`src/rtl/tone_player.sv`:
```
// tone_player: queued melody engine driving the piezo beeper pin.
// Notes {period, dur, vol} enter a FIFO over valid/ready and are played
// back-to-back as a PWM tone.
// Optional feature: define TONE_PLAYER_GAP_EN to insert GAP silent cycles
// after every note.
module tone_player #(
   parameter int unsigned WIDTH     = 16,
   parameter int unsigned DUR_WIDTH = 24,
   parameter int unsigned DEPTH     = 8,
   parameter int unsigned GAP       = 4096
) (
   input  logic                     clk,
   input  logic                     rst,
   input  logic                     note_valid,
   output logic                     note_ready,
   input  logic [WIDTH-1:0]         note_period,
   input  logic [DUR_WIDTH-1:0]     note_dur,
   input  logic [1:0]               note_vol,
   input  logic                     flush,
   output logic                     beeper,
   output logic                     busy,
   output logic                     note_done,
   output logic [$clog2(DEPTH):0]   level
);

   localparam int unsigned AW = $clog2(DEPTH);
   localparam int unsigned LW = AW + 1;
   localparam int unsigned EW = WIDTH + DUR_WIDTH + 2;
`ifdef TONE_PLAYER_GAP_EN
   localparam int unsigned GW = (GAP > 1) ? $clog2(GAP) : 1;
`endif

   // Reject parameter sets the pointer arithmetic and gap counter cannot handle
   if (DEPTH < 2 || (DEPTH & (DEPTH - 1)) != 0 || WIDTH < 2 || DUR_WIDTH < 1 || GAP < 1) begin : g_bad_param
      $error("tone_player: unsupported parameter set");
   end

   typedef enum logic [1:0] {
      S_IDLE = 2'd0,
      S_PLAY = 2'd1
`ifdef TONE_PLAYER_GAP_EN
      ,
      S_GAP  = 2'd2
`endif
   } state_t;

   state_t                 state;
   logic [EW-1:0]          mem [DEPTH];
   logic [AW-1:0]          wr_ptr;
   logic [AW-1:0]          rd_ptr;
   logic [WIDTH-1:0]       period_r;
   logic [WIDTH-1:0]       duty_r;
   logic [WIDTH-1:0]       cnt;
   logic [DUR_WIDTH-1:0]   rem;
`ifdef TONE_PLAYER_GAP_EN
   logic [GW-1:0]          gap_cnt;
`endif

   logic [WIDTH-1:0]       head_period;
   logic [WIDTH-1:0]       head_duty;
   logic [DUR_WIDTH-1:0]   head_dur;
   logic [DUR_WIDTH-1:0]   head_rem;
   logic [1:0]             head_vol;
   logic [WIDTH:0]         cnt_inc;
   logic [WIDTH-1:0]       cnt_nxt;
   logic                   empty_c;
   logic                   full_c;
   logic                   push_c;
   logic                   pop_c;
   logic                   note_end_c;
   logic                   slot_end_c;

   // High-time in clocks for a period/volume pair; rests and mute give 0
   function automatic logic [WIDTH-1:0] duty_of(input logic [WIDTH-1:0] p,
                                                input logic [1:0]       v);
      logic [WIDTH-1:0] d;
      d = '0;
      if (p >= WIDTH'(2)) begin
         case (v)
            2'd0:    d = p >> 1;
            2'd1:    d = p >> 2;
            2'd2:    d = p >> 3;
            default: d = '0;
         endcase
      end
      return d;
   endfunction

   // Handshake, FIFO head decode and tone counter wrap
   always_comb begin
      empty_c    = (level == '0);
      full_c     = (level == LW'(DEPTH));
      note_ready = !full_c && !flush;
      busy       = (state != S_IDLE) || !empty_c;
      push_c     = note_valid && note_ready;

      {head_period, head_dur, head_vol} = mem[rd_ptr];
      head_duty = duty_of(head_period, head_vol);
      head_rem  = (head_dur == '0) ? '0 : head_dur - DUR_WIDTH'(1);

      cnt_inc = {1'b0, cnt} + (WIDTH + 1)'(1);
      cnt_nxt = (cnt_inc >= {1'b0, period_r}) ? '0 : cnt_inc[WIDTH-1:0];

      note_end_c = (state == S_PLAY) && (rem == '0);
`ifdef TONE_PLAYER_GAP_EN
      slot_end_c = (state == S_GAP) && (gap_cnt == '0);
`else
      slot_end_c = note_end_c;
`endif
      pop_c = !flush && !empty_c && ((state == S_IDLE) || slot_end_c);
   end

   // Note storage; contents need no reset since level gates every read
   always_ff @(posedge clk) begin
      if (push_c) begin
         mem[wr_ptr] <= {note_period, note_dur, note_vol};
      end
   end

   // FIFO pointers and occupancy
   always_ff @(posedge clk or posedge rst) begin
      if (rst) begin
         wr_ptr <= '0;
         rd_ptr <= '0;
         level  <= '0;
      end else if (flush) begin
         wr_ptr <= '0;
         rd_ptr <= '0;
         level  <= '0;
      end else begin
         if (push_c) wr_ptr <= wr_ptr + AW'(1);
         if (pop_c)  rd_ptr <= rd_ptr + AW'(1);
         case ({push_c, pop_c})
            2'b10:   level <= level + LW'(1);
            2'b01:   level <= level - LW'(1);
            default: level <= level;
         endcase
      end
   end

   // Player FSM; beeper and note_done are computed one edge ahead so they
   // come straight from flops yet match the current cnt/rem values
   always_ff @(posedge clk or posedge rst) begin
      if (rst) begin
         state     <= S_IDLE;
         period_r  <= '0;
         duty_r    <= '0;
         cnt       <= '0;
         rem       <= '0;
         beeper    <= 1'b0;
         note_done <= 1'b0;
`ifdef TONE_PLAYER_GAP_EN
         gap_cnt   <= '0;
`endif
      end else if (flush) begin
         state     <= S_IDLE;
         cnt       <= '0;
         rem       <= '0;
         beeper    <= 1'b0;
         note_done <= 1'b0;
`ifdef TONE_PLAYER_GAP_EN
         gap_cnt   <= '0;
`endif
      end else if (pop_c) begin
         state     <= S_PLAY;
         period_r  <= head_period;
         duty_r    <= head_duty;
         cnt       <= '0;
         rem       <= head_rem;
         beeper    <= (head_duty != '0);
         note_done <= (head_rem == '0);
      end else begin
         case (state)
            S_IDLE: begin
               beeper    <= 1'b0;
               note_done <= 1'b0;
            end
            S_PLAY: begin
               if (note_end_c) begin
                  cnt       <= '0;
                  beeper    <= 1'b0;
                  note_done <= 1'b0;
`ifdef TONE_PLAYER_GAP_EN
                  state     <= S_GAP;
                  gap_cnt   <= GW'(GAP - 1);
`else
                  state     <= S_IDLE;
`endif
               end else begin
                  cnt       <= cnt_nxt;
                  rem       <= rem - DUR_WIDTH'(1);
                  beeper    <= (cnt_nxt < duty_r);
                  note_done <= (rem == DUR_WIDTH'(1));
               end
            end
`ifdef TONE_PLAYER_GAP_EN
            S_GAP: begin
               beeper    <= 1'b0;
               note_done <= 1'b0;
               if (gap_cnt == '0) begin
                  state <= S_IDLE;
               end else begin
                  gap_cnt <= gap_cnt - GW'(1);
               end
            end
`endif
            default: begin
               state     <= S_IDLE;
               beeper    <= 1'b0;
               note_done <= 1'b0;
            end
         endcase
      end
   end

endmodule

```
`config.mk`:
```
export PLATFORM = sky130hd
export DESIGN_NAME = tone_player
export DESIGN_NICKNAME = d
export VERILOG_FILES = /design/src/rtl/tone_player.sv
export SDC_FILE = /design/constraint.sdc
export NUM_CORES = 1
export LEC_CHECK = 0
export CAP_MARGIN = 15
export CORE_MARGIN = 10
export CORE_UTILIZATION = 26
export CTS_CLUSTER_DIAMETER = 30
export DETAILED_ROUTE_END_ITERATION = 8
export PLACE_DENSITY = 0.36
export SLEW_MARGIN = 20
export SYNTH_ARGS = -nofsm -noshare
export SYNTH_HDL_FRONTEND = slang
export SYNTH_SLANG_ARGS = --single-unit
```
`constraint.sdc`:
```
create_clock -name clk -period 7.6 [get_ports clk]
set_input_delay 1.52 -clock clk [delete_from_list [all_inputs] [get_ports clk]]
set_output_delay 1.52 -clock clk [all_outputs]
set_load 0.02 [all_outputs]
```
Fig. 1: run 1, placed cells, one color a class
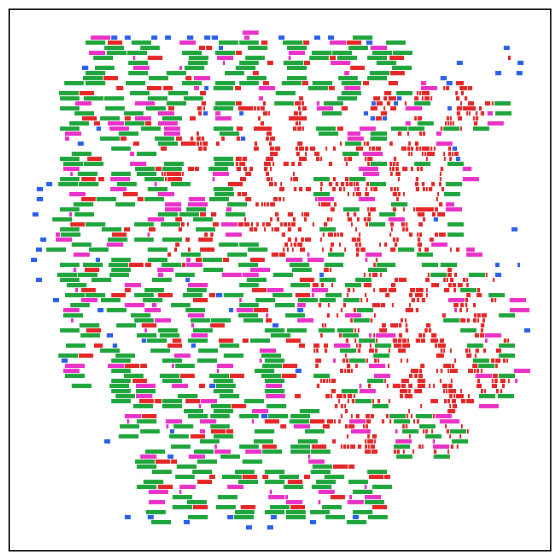
green -> sequential cells  # cells 420, share of their area 52%
red -> combinational and other logic  # cells 855, share of their area 29%
magenta -> clock drivers and dummy loads  # cells 196, share of their area 16%
blue -> remaining buffers and delay cells  # cells 78, share of their area 3.1%
sequential share of cell area: 49.8%
core footprint: 72800 um^2
Finished Cell Area: 24500 um^2

Fig. 2: run 1, cells by drive strength
Scale bar: 100 um.
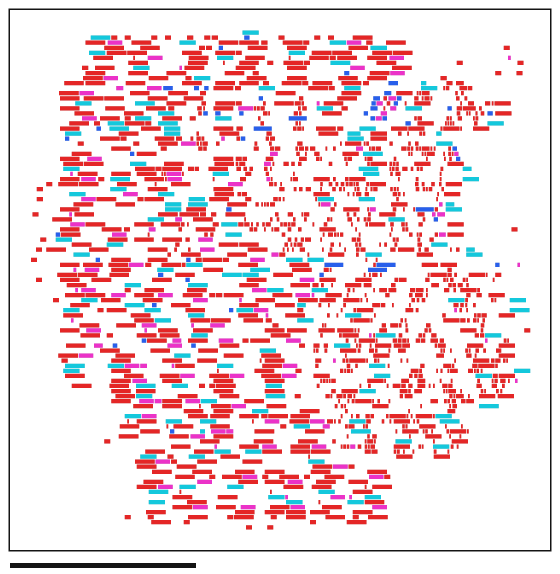
red -> _0 and _1 cells  # cells 1242, share 80%, most used edfxtp_1
magenta -> _2 cells  # cells 120, share 7.7%, most used mux4_2
blue -> _3 and _4 cells  # cells 50, share 3.2%, most used buf_4
cyan -> _6 and larger  # cells 137, share 8.8%, most used clkbuf_16
Buffers excl. clock: 78
Synth-to-Final Area Change: 28.4%

Fig. 3: run 1, sequential cells grouped by signal name
Scale bar: 100 um. Other sequential cells in the stronger gray, the rest of the logic in the fainter gray.
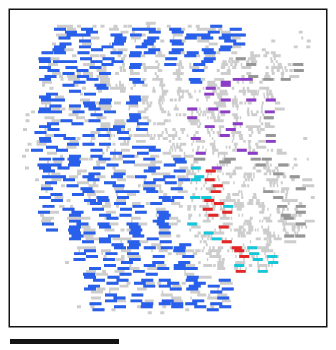
purple -> rem  # sequential cells 24
cyan -> period_r  # sequential cells 16
red -> duty_r  # sequential cells 15
blue -> mem  # sequential cells 336
not colored = 29
FF+latch area: 12200 um^2
fin util: 33.7%
sequential cell power: 0.00293 W

==> results.tsv, run 1 <==
metric	value	unit
synthesized flop and latch total	420	
final hold violation count	0	
clock skew	0.0406	ns
VDD IR max	0.165	mV
status	finished, final reports clean	
Worst EP arrival	5.99	ns
Slowest-stage cell, CP	a211o_1	
Startpoint Class	flop	
Top cell excl fill/tap	edfxtp_1	
post-CTS sizing	0	
largest net degree at the start of global routing	65	
crit path buf inv count	1	
Vias per Instance	4.65	
Tool Warnings	28	
syn nets	1423	
post-route ant nets	0	
CTS H-tree depth	3	
CTS root buffer	clkbuf_16	
Mapped Area	19100	um^2
Syn Area/Cell	14.3	um^2
GRT Util Overall	12.2	%
RePlAce Congestion	0.766	
Power Density	397	nW/um^2
TNS Setup	0	ns
crit-path leading delay family	AND-OR/OR-AND gates	
die height	291	um
TritonCTS clock tree	built	
Crit Path Max Fanout	16	
RSZ-0062 raised after global routing	no	
data required time at the worst endpoint	8.13	ns
Max-Cap Viols	0	
Setup crit end kind	flop	
Slew Limit Fails	0	
Die X	291	um
worst slew pin tran	0.990	ns
main area contributors	edfxtp_1 53%, dfrtp_1 11%, mux4_2 8.1%	
Clock Sinks	420	
minimum clock period	5.46	ns
Synth Seq Share	63.8	%
drt total wl	52300	um
==> run 1: through the flow <==
stage / std cells / setup slack, ns / hold WS (ns) / power, W / cell area (um^2)
finish: 2509 / 2.14 / 0.476 / 0.00974 / 24500
global route: 2508 / 1.60 / 0.505 / 0.0103 / 24500
CTS: 2508 / 2.15 / 0.484 / 0.00989 / 24500
detailed placement: 2312 / 2.14 / 0.474 / 0.00518 / 20800
global placement: 2312 / 2.22 / 0.466 / 0.00517 / 20800
floorplan: 1337 / 0.621 / 0.450 / 0.00444 / 19100
==> run 1: Yosys cell counts, drive strengths merged, types with 9 or more instances <==
master  count
ha         39
and3       10
a31oi       9
nand2     103
nor2       82
nand4      21
and2       12
nand2b     13
or3        11
edfxtp    336
xor2       18
clkbuf     30
a21o       22
o21ai      67
nand3      39
mux2       10
nor2b      14
a21oi      57
dfrtp      84
inv        49
xnor2      20
buf        32
a22oi      18
mux4       69
nor3       28
mux2i      71
==> run 1: report_power, final <==
| group | total [W] | internal [W] | switching (W) |
|---|---|---|---|
| Combinational | 0.00217 | 0.000832 | 0.00134 |
| Sequential | 0.00293 | 0.00272 | 0.000218 |
| Clock | 0.00463 | 0.00325 | 0.00139 |
| Total | 0.00974 | 0.00679 | 0.00295 |
==> run 1: final cells by class <==
| cell class | count | area (um^2) |
|---|---|---|
| antenna | 1 | 2.50 |
| clock buffer | 125 | 2790 |
| clock inverter | 71 | 965 |
| fill | 7138 | 48300 |
| inverter | 49 | 185 |
| multi-input combinational | 806 | 6460 |
| sequential | 420 | 12200 |
| tap | 959 | 1200 |
| timing repair buffer | 78 | 713 |
==> run 1: layer usage <==
layer  global-route usage (%)  vias up  wire length, um
met4                     4.51        2             1220
met3                     3.00       90             2520
met1                     16.9     5905            25200
met5                        0        -               17
met2                     18.3      251            23300
li1                         -     5423                -
==> run 1: cell families (layout without fill, tap and decap cells) <==
group / Yosys count / after routing / synth area share, %
compound gates: 221 / 221 / 7.55
xor+xnor: 38 / 38 / 1.74
fa+ha+maj: 40 / 40 / 2.66
buf+inv: 111 / 323 / 2.63
flops: 420 / 420 / 63.8
mux: 150 / 150 / 12.5
other cells: 0 / 1 / 0
simple gates: 357 / 357 / 9.08
==> run 1: path summary, 6_finish.rpt <==
kind	cells past startpoint	end	from	slack (ns)
setup reg to reg	25	beeper$_DFF_PP0_	cnt[0]$_DFFE_PP0P_	2.14
hold reg to reg	2	period_r[4]$_DFFE_PP0P_	period_r[4]$_DFFE_PP0P_	0.48
setup / recovery	25	beeper$_DFF_PP0_	cnt[0]$_DFFE_PP0P_	2.14
hold / removal	2	period_r[4]$_DFFE_PP0P_	period_r[4]$_DFFE_PP0P_	0.48
min in group asynchronous	2	level[1]$_DFFE_PP0P_	rst	1.27
max in group asynchronous	3	rd_ptr[0]$_DFFE_PP0P_	rst	5.06
==> run 1: sequential cells by signal, indices dropped and copies added (netlist names) <==
name	flops
beeper	1
cnt	16
duty_r	15
level	4
mem	336
note_done	1
period_r	16
rd_ptr	3
rem	24
state	1
wr_ptr	3
Fig. 4: run 1, clock wiring as the flow saved it
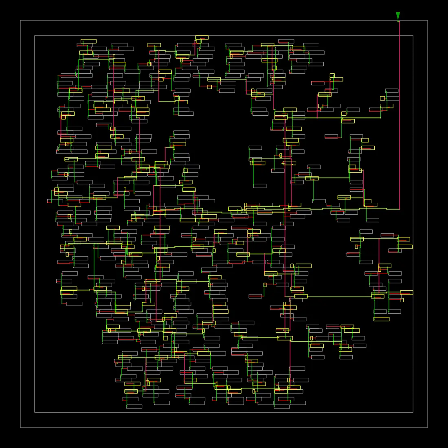

--- run 2 (diff from run 1) ---
clock period = 5.5 ns   (was 7.6 ns; I/O delays follow)
Fig. 5: run 2, clock wiring as the flow saved it
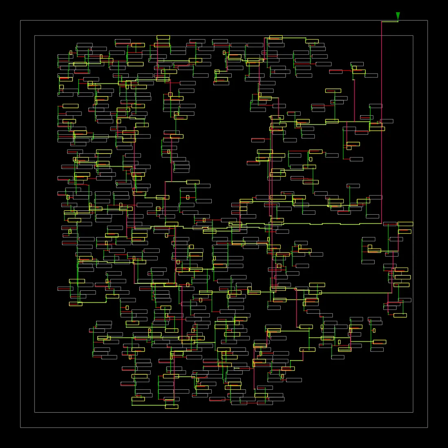
clock skew: 0.0574 ns
Latency at later pin: 0.67 ns
Clock Sinks: 420
number of clock buffers in the layout: 116
Clk. pwr: 0.00683 W

Fig. 6: run 2, cells by drive strength
Scale bar: 100 um.
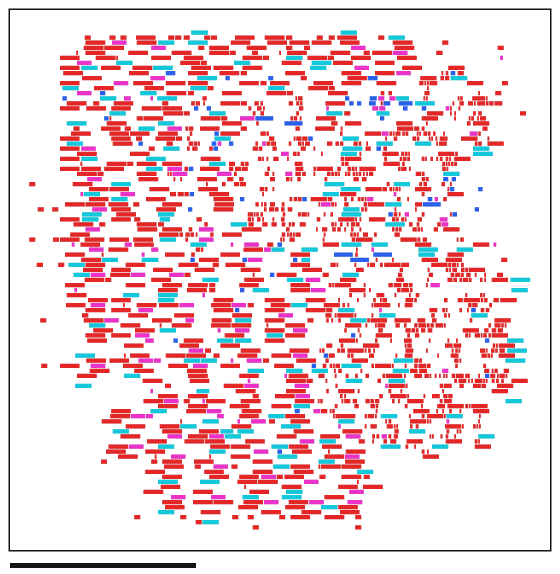
red -> _0 and _1 cells  # cells 1238, share 79%, most used edfxtp_1
cyan -> _6 and larger  # cells 145, share 9.3%, most used clkbuf_16
blue -> _3 and _4 cells  # cells 62, share 4.0%, most used buf_4
magenta -> _2 cells  # cells 122, share 7.8%, most used mux4_2
Synth-to-Final Area Change: 30.4%
Finished Cell Area: 24900 um^2
Buffers excl. clock: 90
final worst setup slack: 0.448 ns

==> run 2 against run 1 <==
  * Synthesized cell count is the same
  * Flip-flop count is the same
  * Die area is the same
  * Global-route usage is essentially flat
  * Sequential share of layout area shrank 0.78 points
==> results.tsv, run 2 <==
metric	value	unit
status	finished, final reports clean	
RePlAce Congestion	0.768	
CTS H-tree depth	3	
main area contributors	edfxtp_1 53%, dfrtp_1 11%, mux4_2 8.1%	
Die X	291	um
final hold violation count	0	
port buffer count	53	
worst slew pin tran	0.854	ns
worst r2r src	cnt[0]$_DFFE_PP0P_	
largest reg by FF count	mem	
drt total wl	52400	um
largest net degree at the start of global routing	64	
Syn. warnings	0	
Top cell excl fill/tap	edfxtp_1	
met2 routed WL	24200	um
Regs by FF count	mem x336, rem x24	
GRT Util Overall	12.3	%
drt initial violations	540	
# fillers	7067	
die height	291	um
cell total after placement	2324	
Tool Warnings	28	
Power Density	559	nW/um^2
minimum clock period	5.05	ns
Mapped Area	19100	um^2
Setup crit end kind	flop	
Startpoint Class	flop	
core footprint	72800	um^2
Worst Setup SP	cnt[0]$_DFFE_PP0P_	
Synth Seq Share	63.8	%
Hold Worst Slack	0.474	ns
syn nets	1423	
Highest Signal Layer	met5	
CTS root buffer	clkbuf_16	
Slew Limit Fails	0	
post-route ant nets	0	
Yosys top cell by instances	edfxtp_1	
VDD IR max	0.281	mV
final std cells w/o fill	2527	
Max-Cap Viols	0	
synthesized flop and latch total	420	
TritonCTS clock tree	built	
TNS Setup	0	ns
met3 wire length	2150	um
met1 wire length	25000	um
worst hold path type	flop to flop	
R2R depth	25	
Routed WL per cell	20.7	um
top cells by count, synth	336 x edfxtp_1, 101 x nand2_1, 84 x dfrtp_1	
Worst EP arrival	5.60	ns
FF+latch area	12200	um^2
RSZ-0062 raised after global routing	no	
r2r endpoint	beeper$_DFF_PP0_	
Vias per Instance	4.62	
data required time at the worst endpoint	6.05	ns
Comb gate area	6480	um^2
Fig. 7: run 2, routed clock nets over the placement
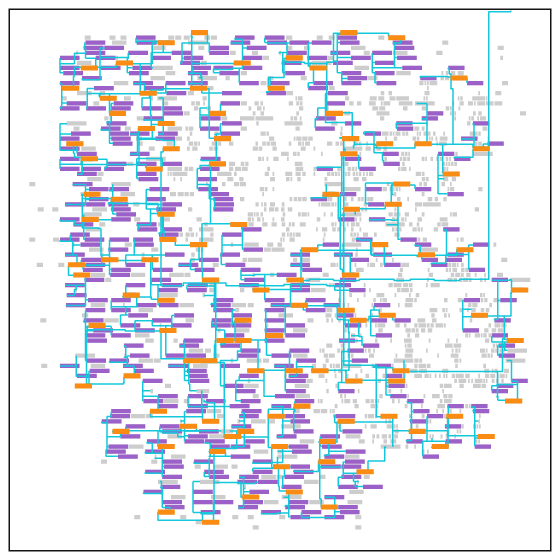
purple -> flip-flops  # count 420
cyan -> clock wires  # length 6970 um
orange -> clock drivers  # count 107
routed clock nets = 108
power share of the clock group: 49.0%

==> run 2: cell type report <==
type / count / share of cell area, %
Tap cell: 959 / 4.82
Inverter: 49 / 0.744
Antenna cell: 1 / 0.0100
Timing Repair Buffer: 90 / 3.38
Clock inverter: 86 / 5.11
Sequential cell: 420 / 49.0
Multi-Input combinational cell: 806 / 26.0
Clock buffer: 116 / 10.9
==> run 2: critical path, cell delays in order (launching register included) <==
cell	delay, ns
dfrtp_1	0.46
ha_2	0.26
nand3_1	0.17
nor2_1	0.19
and3_1	0.21
nand3_1	0.10
xor2_1	0.19
inv_1	0.07
ha_1	0.29
a21o_1	0.16
a21o_1	0.17
a21o_1	0.18
a21oi_1	0.13
o211ai_1	0.09
a211o_2	0.40
nor2_1	0.13
ha_1	0.24
a21o_1	0.16
a21o_1	0.17
a21oi_1	0.19
a21o_1	0.14
a21o_1	0.11
a31oi_1	0.04
a2111oi_0	0.39
a21oi_1	0.12
a211oi_1	0.21
==> run 2: cells by family after synthesis <==
| logic type | synth area share (%) |
|---|---|
| flip-flops | 63.8 |
| buffers and inverters | 2.63 |
| XOR/XNOR | 1.74 |
| multiplexers | 12.5 |
| AND-OR/OR-AND | 7.55 |
| adder cells (fa/ha/maj) | 2.66 |
| AND/OR/NAND/NOR | 9.08 |
==> run 2: how the worst min path moves through the flow <==
| stage | end | slack (ns) | cells past startpoint |
|---|---|---|---|
| after floorplan | duty_r[10]$_DFFE_PP0P_ | 0.45 | 2 |
| after global placement | period_r[12]$_DFFE_PP0P_ | 0.47 | 2 |
| after detailed placement | period_r[11]$_DFFE_PP0P_ | 0.47 | 2 |
| after CTS | period_r[11]$_DFFE_PP0P_ | 0.48 | 2 |
| after global routing | period_r[11]$_DFFE_PP0P_ | 0.50 | 2 |
| final | duty_r[11]$_DFFE_PP0P_ | 0.47 | 2 |
==> run 2: routing by layer <==
layer	global-route usage (%)	vias up
met5	0	-
met4	4.34	2
met3	2.76	76
met2	19.0	211
met1	16.6	5923
li1	-	5457
==> run 2: report_power, final <==
group	switching (W)	internal (W)	leakage, nW	total, W
sequential	0.000257	0.00375	4.13	0.00401
combinational	0.00191	0.00117	2.87	0.00309
clock	0.00199	0.00483	1.91	0.00683
==> run 2: metrics by stage <==
step	instance area [um^2]	setup WS (ns)	utilization [%]	total power [W]
final	24900	0.448	34.2	0.0139
after global routing	24900	0.0385	34.2	0.0147
after CTS	24900	0.324	34.2	0.0141
after detailed placement	20900	0.342	28.7	0.00720
after global placement	20900	0.414	28.7	0.00719
after floorplan	19100	0.0673	-	0.00613
==> run 2: repair_timing <==
| action | 4_1_cts | 5_1_grt |
|---|---|---|
| endpoints found under the hold margin | 0 | 0 |
| endpoints found under the setup margin | 0 | 1 |
| gates resized | 0 | 2 |
Fig. 8: run 2, placed cells, one color a class
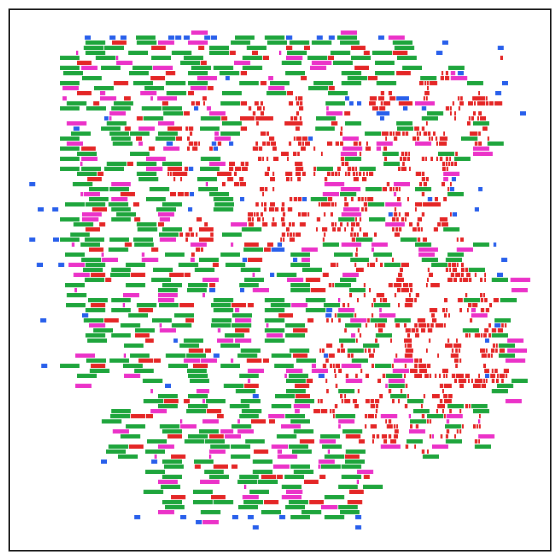

--- run 3 (diff from run 2) ---
SLEW_MARGIN = default   (was 20)
Fig. 9: run 3, placed cells, one color a class
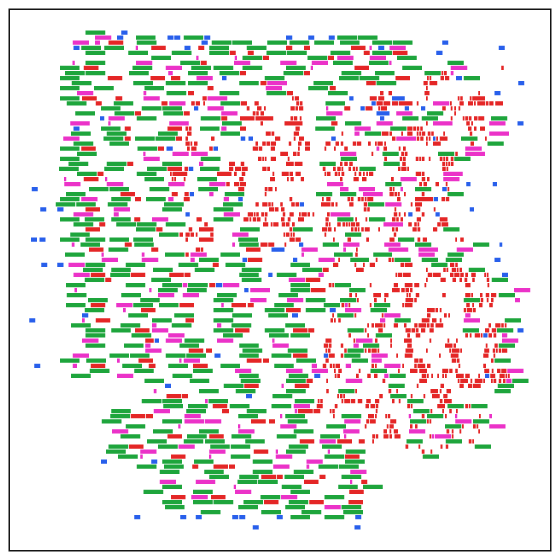
green -> sequential cells  # cells 420, share of their area 52%
blue -> remaining buffers and delay cells  # cells 91, share of their area 3.6%
magenta -> clock drivers and dummy loads  # cells 207, share of their area 16%
red -> combinational and other logic  # cells 855, share of their area 28%
fin util: 33.9%
Finished Cell Area: 24700 um^2

Fig. 10: run 3, routed clock nets over the placement
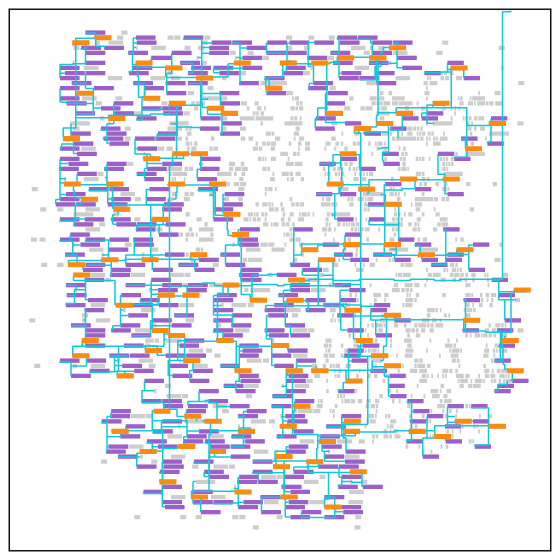
cyan -> clock wires  # length 6810 um
purple -> flip-flops  # count 420
orange -> clock drivers  # count 111
routed clock nets = 112
Clk. pwr: 0.00641 W
Latency at later pin: 0.64 ns

Fig. 11: run 3, clock wiring as the flow saved it
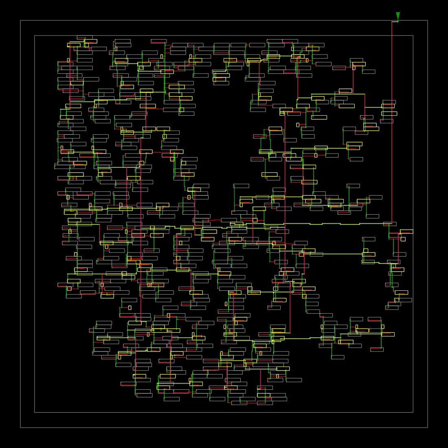
flip-flops: 420
number of clock buffers in the layout: 126

==> run 3 against run 2 <==
  * Non-clock buffer count increased by 1
  * First-iteration DRC count is 41% higher
  * Combinational power about the same
  * Synthesized cell count is the same
  * Via count rose by 0.71%
  * Final area down 0.82%
  * Clock power decreased by 6.1%
  * Critical endpoint unchanged
  * Largest power group unchanged
==> results.tsv, run 3 <==
metric	value	unit
core footprint	72800	um^2
met2 Usage GRT	19.1	%
Vias per Instance	4.64	
Slowest-stage cell, CP	dfrtp_1	
minimum clock period	5.04	ns
GR Layer Usage met3	2.61	%
Clock Sinks	420	
Max-Cap Viols	0	
Synth-to-Final Area Change	29.4	%
slowest stage delay, CP	0.44	ns
drt initial violations	762	
FF+latch area	12200	um^2
TNS Setup	0	ns
Crit Path Max Fanout	16	
Slew Limit Fails	0	
VDD IR max	0.228	mV
crit path buf inv count	1	
TritonCTS clock tree	built	
main area contributors	edfxtp_1 53%, dfrtp_1 11%, mux4_2 8.1%	
Synth Seq Share	63.8	%
Syn Area/Cell	14.3	um^2
vias in the first global route	12400	
post-route ant nets	0	
CTS H-tree depth	3	
RePlAce Congestion	0.768	
drt total wl	52300	um
GRT Util Overall	12.2	%
# fillers	7099	
largest net degree at the start of global routing	64	
synthesized flop and latch total	420	
worst slew pin tran	0.874	ns
Post-DP Area	20900	um^2
cell mode on critical path	a21o_1	
busiest grt layer	met2	
Worst EP arrival	5.58	ns
Die X	291	um
crit-path leading delay family	AND-OR/OR-AND gates	
data required time at the worst endpoint	6.04	ns
final hold violation count	0	
status	finished, final reports clean	
Comb gate area	6470	um^2
Top cell excl fill/tap	edfxtp_1	
Routed WL per cell	20.7	um
Tool Warnings	28	
top cells by count, synth	336 x edfxtp_1, 101 x nand2_1, 84 x dfrtp_1	
Yosys top cell by instances	edfxtp_1	
syn nets	1423	
initial antenna violation count	3	
max FFs per register	336	
Startpoint Class	flop	
port buffer count	53	
Syn. warnings	0	
Setup crit end kind	flop	
CTS root buffer	clkbuf_16	
Regs by FF count	mem x336, rem x24	
Power Density	547	nW/um^2
clock skew	0.0284	ns
largest reg by FF count	mem	
Mapped Area	19100	um^2
die height	291	um
==> run 3: worst paths after layout <==
kind	startpoint	to	slack (ns)	cells after the start
hold reg to reg	period_r[7]$_DFFE_PP0P_	period_r[7]$_DFFE_PP0P_	0.48	2
setup / recovery	cnt[0]$_DFFE_PP0P_	beeper$_DFF_PP0_	0.46	25
max in group asynchronous	rst	rd_ptr[0]$_DFFE_PP0P_	3.71	3
min in group asynchronous	rst	level[1]$_DFFE_PP0P_	0.80	2
setup reg to reg	cnt[0]$_DFFE_PP0P_	beeper$_DFF_PP0_	0.46	25
hold / removal	period_r[7]$_DFFE_PP0P_	period_r[7]$_DFFE_PP0P_	0.48	2
==> run 3: cell families (layout without fill, tap and decap cells) <==
family / count (synthesis) / after routing / synth area share [%]
AND/OR/NAND/NOR: 357 / 357 / 9.08
XOR/XNOR: 38 / 38 / 1.74
AND-OR/OR-AND: 221 / 221 / 7.55
flip-flops: 420 / 420 / 63.8
multiplexers: 150 / 150 / 12.5
adder cells (fa/ha/maj): 40 / 40 / 2.66
other: 0 / 1 / 0
buffers and inverters: 111 / 347 / 2.63
==> run 3: tightest hold or removal path, cell delays in order, from the launching register on <==
cell and delay [ns]:
dfrtp_1 0.33, nand2_1 0.05, o21ai_0 0.06
==> run 3: repair_timing <==
action | CTS | global route
gates resized | 0 | 1
endpoints found under the hold margin | 0 | 0
setup endpoints to repair | 0 | 1
==> run 3: per-stage QoR <==
step / util (%) / worst slack, ns / std cells / hold slack (ns) / power [W]
after global routing: 33.9 / 0.0237 / 2532 / 0.501 / 0.0142
after global placement: 28.7 / 0.414 / 2324 / 0.467 / 0.00719
after detailed placement: 28.7 / 0.380 / 2325 / 0.471 / 0.00720
final: 33.9 / 0.461 / 2533 / 0.478 / 0.0135
after floorplan: - / 0.0673 / 1337 / 0.450 / 0.00613
after CTS: 33.9 / 0.371 / 2532 / 0.480 / 0.0137
==> run 3: routing by layer <==
| layer | vias to the layer above | share of wire (%) | wire [um] |
|---|---|---|---|
| li1 | 5469 | - | - |
| met1 | 5976 | 48 | 24900 |
| met2 | 234 | 46 | 24200 |
| met3 | 71 | 4.4 | 2290 |
| met4 | 2 | 1.8 | 942 |
| met5 | - | 0.032 | 17 |
==> run 3: power by group <==
part           switching [W]  total (W)  internal (W)
Combinational        0.00192    0.00309       0.00117
Sequential          0.000257    0.00401       0.00375
Clock                0.00194    0.00641       0.00446
==> run 3: layout make-up <==
class / count / share of cell area (%)
multi-input cells: 806 / 26.2
flip-flops and latches: 420 / 49.4
inverters: 49 / 0.750
well taps: 959 / 4.86
diodes: 1 / 0.0101
clock inverters: 81 / 3.76
repair buffers: 91 / 3.42
clock buffers: 126 / 11.6
Power is estimated from default activity; no workload was simulated.
